Fig. 1: routed clock nets over the placement
Scale: 3 px per um.
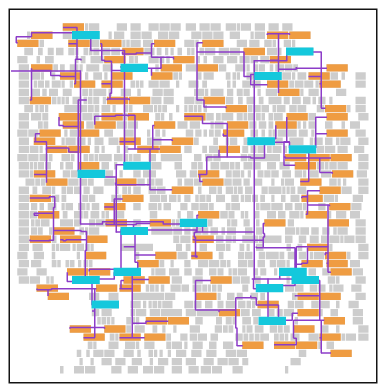
Fig. 2: where the registers sit
Scale: 2 px per um.
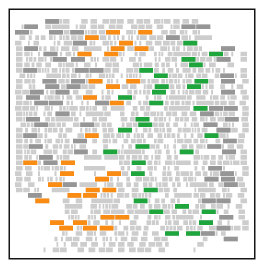
Fig. 3: congestion heat map
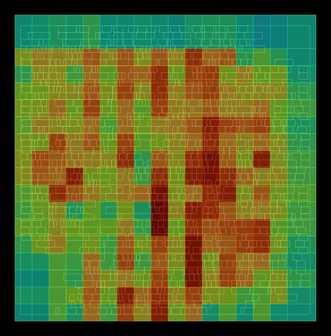
Fig. 4: wiring by layer
Scale: 2 px per um.
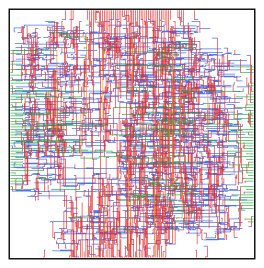
Fig. 5: met3 routing
Scale: 2 px per um. Cells faint in the background.
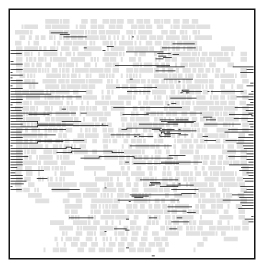
**src/rtl/mips_pkg.sv**
```systemverilog
// Shared MIPS definitions for the fetch stage and the decoders downstream.
// Holds the opcode/funct encodings, the bubble instruction, the default
// reset PC and the word-alignment constant used when forming PC targets.
package mips_pkg;

  // Primary opcodes (instr[31:26])
  localparam logic [5:0] OP_RTYPE = 6'h00;
  localparam logic [5:0] OP_J     = 6'h02;
  localparam logic [5:0] OP_BEQ   = 6'h04;
  localparam logic [5:0] OP_ADDI  = 6'h08;
  localparam logic [5:0] OP_LW    = 6'h23;
  localparam logic [5:0] OP_SW    = 6'h2B;

  // R-type function codes (instr[5:0])
  localparam logic [5:0] FUNCT_ADD = 6'h20;
  localparam logic [5:0] FUNCT_SUB = 6'h22;
  localparam logic [5:0] FUNCT_AND = 6'h24;
  localparam logic [5:0] FUNCT_OR  = 6'h25;
  localparam logic [5:0] FUNCT_SLT = 6'h2A;

  // sll $0,$0,0 -- architecturally a no-op, used as the pipeline bubble
  localparam logic [31:0] NOP_INSTR        = 32'h0000_0000;
  localparam logic [31:0] RESET_PC_DEFAULT = 32'h0000_0000;

  // Low two bits of every instruction address
  localparam logic [1:0] WORD_ALIGN = 2'b00;

endpackage

```
**src/rtl/fetch_stage_if_id_reg.sv**
```systemverilog
// IF/ID pipeline register: captures the fetched word and its PC+4.
// Priority: reset > bubble (flush, or redirect without stall) > stall > load.
// Ports:
//   clk, reset            clock and synchronous active-high reset
//   flush                 external bubble request
//   stall                 hold the register contents
//   redirect              a jump or taken branch is being applied this cycle
//   instr_in, pcplus4_in  word fetched this cycle and its PC+4
//   instr, pcplus4, valid registered IF/ID contents
//   load                  high in the cycle a real instruction is captured
module if_id_reg
  import mips_pkg::*;
#(
  parameter logic [31:0] NOP_WORD = NOP_INSTR
) (
  input  logic        clk,
  input  logic        reset,
  input  logic        flush,
  input  logic        stall,
  input  logic        redirect,
  input  logic [31:0] instr_in,
  input  logic [31:0] pcplus4_in,
  output logic [31:0] instr,
  output logic [31:0] pcplus4,
  output logic        valid,
  output logic        load
);

  logic [31:0] instr_reg;
  logic [31:0] pcplus4_reg;
  logic        valid_reg;
  logic        bubble;

  // A redirect while decode is stalled must not bubble: the branch/jump is
  // still sitting in IF/ID and will be re-presented.
  assign bubble = flush | (redirect & ~stall);
  assign load   = ~bubble & ~stall;

  always_ff @(posedge clk) begin
    if (reset) begin
      instr_reg   <= NOP_WORD;
      pcplus4_reg <= 32'h0;
      valid_reg   <= 1'b0;
    end else if (bubble) begin
      instr_reg   <= NOP_WORD;
      pcplus4_reg <= pcplus4_in;
      valid_reg   <= 1'b0;
    end else if (load) begin
      instr_reg   <= instr_in;
      pcplus4_reg <= pcplus4_in;
      valid_reg   <= 1'b1;
    end
  end

  assign instr   = instr_reg;
  assign pcplus4 = pcplus4_reg;
  assign valid   = valid_reg;

endmodule

```
**src/rtl/fetch_stage.sv**
```systemverilog
// MIPS instruction-fetch stage: PC register, next-PC selection (jump >
// branch > sequential), instruction-memory address, and the IF/ID register.
// Ports:
//   clk, reset                  clock and synchronous active-high reset
//   stall_f, stall_d, flush_d   hazard-unit controls
//   pcsrc_d, pcbranch_d         taken branch and its target from decode
//   jump_d                      jump decoded in decode
//   imem_addr / imem_rdata      instruction memory (combinational read)
//   instr_d, pcplus4_d, valid_d IF/ID contents
//   op_d, funct_d               opcode and funct fields of instr_d
//   fetch_cnt                   number of instructions loaded into IF/ID
module fetch_stage
  import mips_pkg::*;
#(
  parameter logic [31:0] RESET_PC  = RESET_PC_DEFAULT,
  parameter logic [31:0] NOP_INSTR = mips_pkg::NOP_INSTR
) (
  input  logic        clk,
  input  logic        reset,
  input  logic        stall_f,
  input  logic        stall_d,
  input  logic        flush_d,
  input  logic        pcsrc_d,
  input  logic [31:0] pcbranch_d,
  input  logic        jump_d,
  output logic [31:0] imem_addr,
  input  logic [31:0] imem_rdata,
  output logic [31:0] instr_d,
  output logic [31:0] pcplus4_d,
  output logic [5:0]  op_d,
  output logic [5:0]  funct_d,
  output logic        valid_d,
  output logic [31:0] fetch_cnt
);

  logic [31:0] pc_reg;
  logic [31:0] pc_next;
  logic [31:0] pcplus4_f;
  logic [31:0] jta_d;
  logic [31:0] branch_tgt;
  logic        redirect;
  logic        load;
  logic [31:0] fetch_cnt_reg;

  assign pcplus4_f  = pc_reg + 32'd4;
  assign jta_d      = {pcplus4_d[31:28], instr_d[25:0], WORD_ALIGN};
  // Masking keeps the target word-aligned whatever decode sends.
  assign branch_tgt = pcbranch_d & 32'hFFFF_FFFC;
  assign redirect   = jump_d | pcsrc_d;

  always_comb begin
    pc_next = pcplus4_f;
    if (jump_d)       pc_next = jta_d;
    else if (pcsrc_d) pc_next = branch_tgt;
  end

  // A stalled PC ignores redirects; decode is stalled alongside and will
  // present the same branch/jump again once the stall clears.
  always_ff @(posedge clk) begin
    if (reset)         pc_reg <= RESET_PC;
    else if (!stall_f) pc_reg <= pc_next;
  end

  always_ff @(posedge clk) begin
    if (reset)     fetch_cnt_reg <= 32'h0;
    else if (load) fetch_cnt_reg <= fetch_cnt_reg + 32'd1;
  end

  if_id_reg #(
    .NOP_WORD (NOP_INSTR)
  ) u_if_id (
    .clk        (clk),
    .reset      (reset),
    .flush      (flush_d),
    .stall      (stall_d),
    .redirect   (redirect),
    .instr_in   (imem_rdata),
    .pcplus4_in (pcplus4_f),
    .instr      (instr_d),
    .pcplus4    (pcplus4_d),
    .valid      (valid_d),
    .load       (load)
  );

  assign imem_addr = pc_reg;
  assign op_d      = instr_d[31:26];
  assign funct_d   = instr_d[5:0];
  assign fetch_cnt = fetch_cnt_reg;

endmodule

```
**config.mk**
```make
export PLATFORM = sky130hd
export DESIGN_NAME = fetch_stage
export DESIGN_NICKNAME = d
export VERILOG_FILES = /design/src/rtl/mips_pkg.sv /design/src/rtl/fetch_stage_if_id_reg.sv /design/src/rtl/fetch_stage.sv
export SDC_FILE = /design/constraint.sdc
export NUM_CORES = 1
export LEC_CHECK = 0
export CAP_MARGIN = 20
export CORE_AREA = 2 2 120 122
export DETAILED_ROUTE_END_ITERATION = 10
export DIE_AREA = 0 0 122 124
export PLACE_DENSITY = 0.79
export SYNTH_ARGS = -nofsm -noshare
export SYNTH_HDL_FRONTEND = slang
export SYNTH_SLANG_ARGS = --single-unit
```
**constraint.sdc**
```tcl
create_clock -name clk -period 2.22 [get_ports clk]
set_input_delay 0.444 -clock clk [delete_from_list [all_inputs] [get_ports clk]]
set_output_delay 0.444 -clock clk [all_outputs]
set_load 0.005 [all_outputs]
```
==> ci_impl_report.md <==
## Implementation flow summary

| Metric | Value |
|---|---|
| Run status | finished clean |
| Buffers added on ports | 205 |
| WL met3 | 1790 um |
| Area Overhead vs Synth | 48.9% |
| Post-synth ARST share | 0 |
| Most frequent cell after synthesis | dfxtp_1 |
| GRT Max-Usage Layer | met2 |
| Num CTS Buffers | 17 |
| CTS Sinks | between 100 and 150 |
| Post-Syn Area | 6270 um2 |
| Switching part of the total | 0.236 |
| Global route total overflow | 0 |
| Tap cell count | 180 |
| Post-CTS setup buffers | 0 |
| Synth area leader | dfxtp_1 |
| ClkCell Share | 0.0634 |
| Largest net degree at the start of global routing | approximately 97 |
| Non-clk buf share | 0.279 |
| WHS Path Cells | 2 |
| Max rail drop VDD | 425 uV |
| Worst Reg-to-Reg Cells | 5 |
| Maxcap violations | 0 |
| Placer Congestion | roughly 0.9 |
| Final Setup Violations | 0 |
| Kind of cell adding the most delay to the critical path | simple AND/OR/NAND/NOR gates |
| CP arrival | between 2 and 2.5 ns |
| Share of post-route cells with drive strength above 1 | 0.117 |
| Synth Seq Share | 0.399 |
| Most common logic cell in the routed design | clkdlybuf4s50_1 |
| XORs/XNORs by Area | 0.0769 |
| Worst path cell trace | clkdlybuf4s50_1 -> or4_1 -> buf_4 -> nor4_1 -> buf_4 -> nand4_1 -> xor2_1 -> nor2_1 |
| Crit path from | pcsrc_d |
| First-pass GRT wire length | 31,400 um |
| Final instance area | approximately 9300 um2 |
| Die Area | 15,100 um2 |
| CP max stage cell | or4_1 |
| # IOs | approximately 210 |
| Combinational Power Share | 0.109 |
| Fillers | ~1,200 |
| Synth cell types | 64 |
| H-tree levels | 4 |
| Yosys aoi share | 0.179 |
| Comb power | 634 uW |
| WHS | 0.472 ns |
| Starting Density | 0.457 |
| Dominant comb cell | simple AND/OR/NAND/NOR gates |
| Top cells by area | dfxtp_1 40%, nand2_1 6.5%, xnor2_1 5.7%, nor2_1 5.0%, a21oi_1 4.4% |
| Final worst path period share | 0.973 |
| Highest Signal Layer | met4 |
| Logic inverters | 19 |
| Clock buffer depth | 2 |
| Post-synth EDFFs | 0 |
| Biggest cell delay along the critical path | 0.60 ns |
| Post-route setup slack | between 0.06 and 0.07 ns |
| Cts repair resizes | 0 |
| Most instantiated cells after synthesis | 125 x dfxtp_1, 109 x nand2_1, 84 x nor2_1 |
| R2R setup slack | 0.16 ns |
| Area share of the largest cell type after synthesis | 0.399 |
| Min-delay src | u_if_id.instr[30] |
| Required @ worst endpoint | ~2.5 ns |
| Seq_cells | 125 |
| Adder Share, Synth | 0.00399 |
| Clk slew on worst S/H paths | 0.06 ns |
| Sequential Power Share | 0.408 |
| PD cells | 622 nW/um2 |
| Final hold violation count | 0 |
| AND/OR/NAND/NOR Cells, Area Fraction | 0.258 |
| Site row count | 43 |
| Hold Crit Class | reg -> reg |
| Sum Neg Setup Slack | 0 ns |
| Yosys stat area | approximately 6300 um2 |
| Cell count after synthesis | 778 |
| Placed cells | between 1,000 and 1,500 |
| Logic area | approximately 3300 um2 |
| Initial DRC Count | approximately 470 |
| Dominant logic cell types in the final layout | 204 x clkdlybuf4s50_1, 125 x dfxtp_1, 109 x nand2_1 |
| RSZ-0062 raised after global routing | no |
| Ys cells | slightly below 800 |
| Worst slew margin | 0.619 |
| Fin. max-slew vios | 0 |
| Register area | 2500 um2 |
| Hold Buf Count CTS | 0 |
| Syn Area/Cell | 8.05 um2 |
| Initial antenna violation count | 0 |
| Placed Area | 8740 um2 |
-- Fig. 1 (at the start) --
Key: purple = clock wires [length 1,670 um]; orange = flip-flops [count 125]; cyan = clock-net drivers [count 17]
There are 18 routed clock nets. Position of the flops: widely spread.
clock share of power: 0.483
P_clk: 2.80 mW
Final Skew: 0.00622 ns
clk_lat worst skew: 0.42 ns

-- Fig. 2 (at the start) --
Key: green = imem_addr [sequential cells 30]; orange = u_if_id.instr [sequential cells 32]
sequential share of cell area: 0.268
Seq power: 2.37 mW

-- Fig. 3 (at the start) --
met2 Track Usage GR: 0.442
met1 usage: 0.331
wire length per cell: 17.4 um
post-layout util: 0.680

-- Fig. 4 (at the start) --
Key: orange = M4 [wire length 496 um]; green = M3 [wire length 1,790 um]; blue = M1 [wire length 8,470 um]; red = M2 [wire length 9,900 um]
all-layer global routing usage: 0.267
DR vias: 6,596
Total Routed Length: 20,700 um

-- Fig. 5 (at the start) --
The wires run mostly horizontal. The layer carries 1,790 um of wire. The layer holds 8.7% of the routed length.
met3 GRT Util: 0.0646

No activity file was given, so power comes from the tool's default toggle rates.
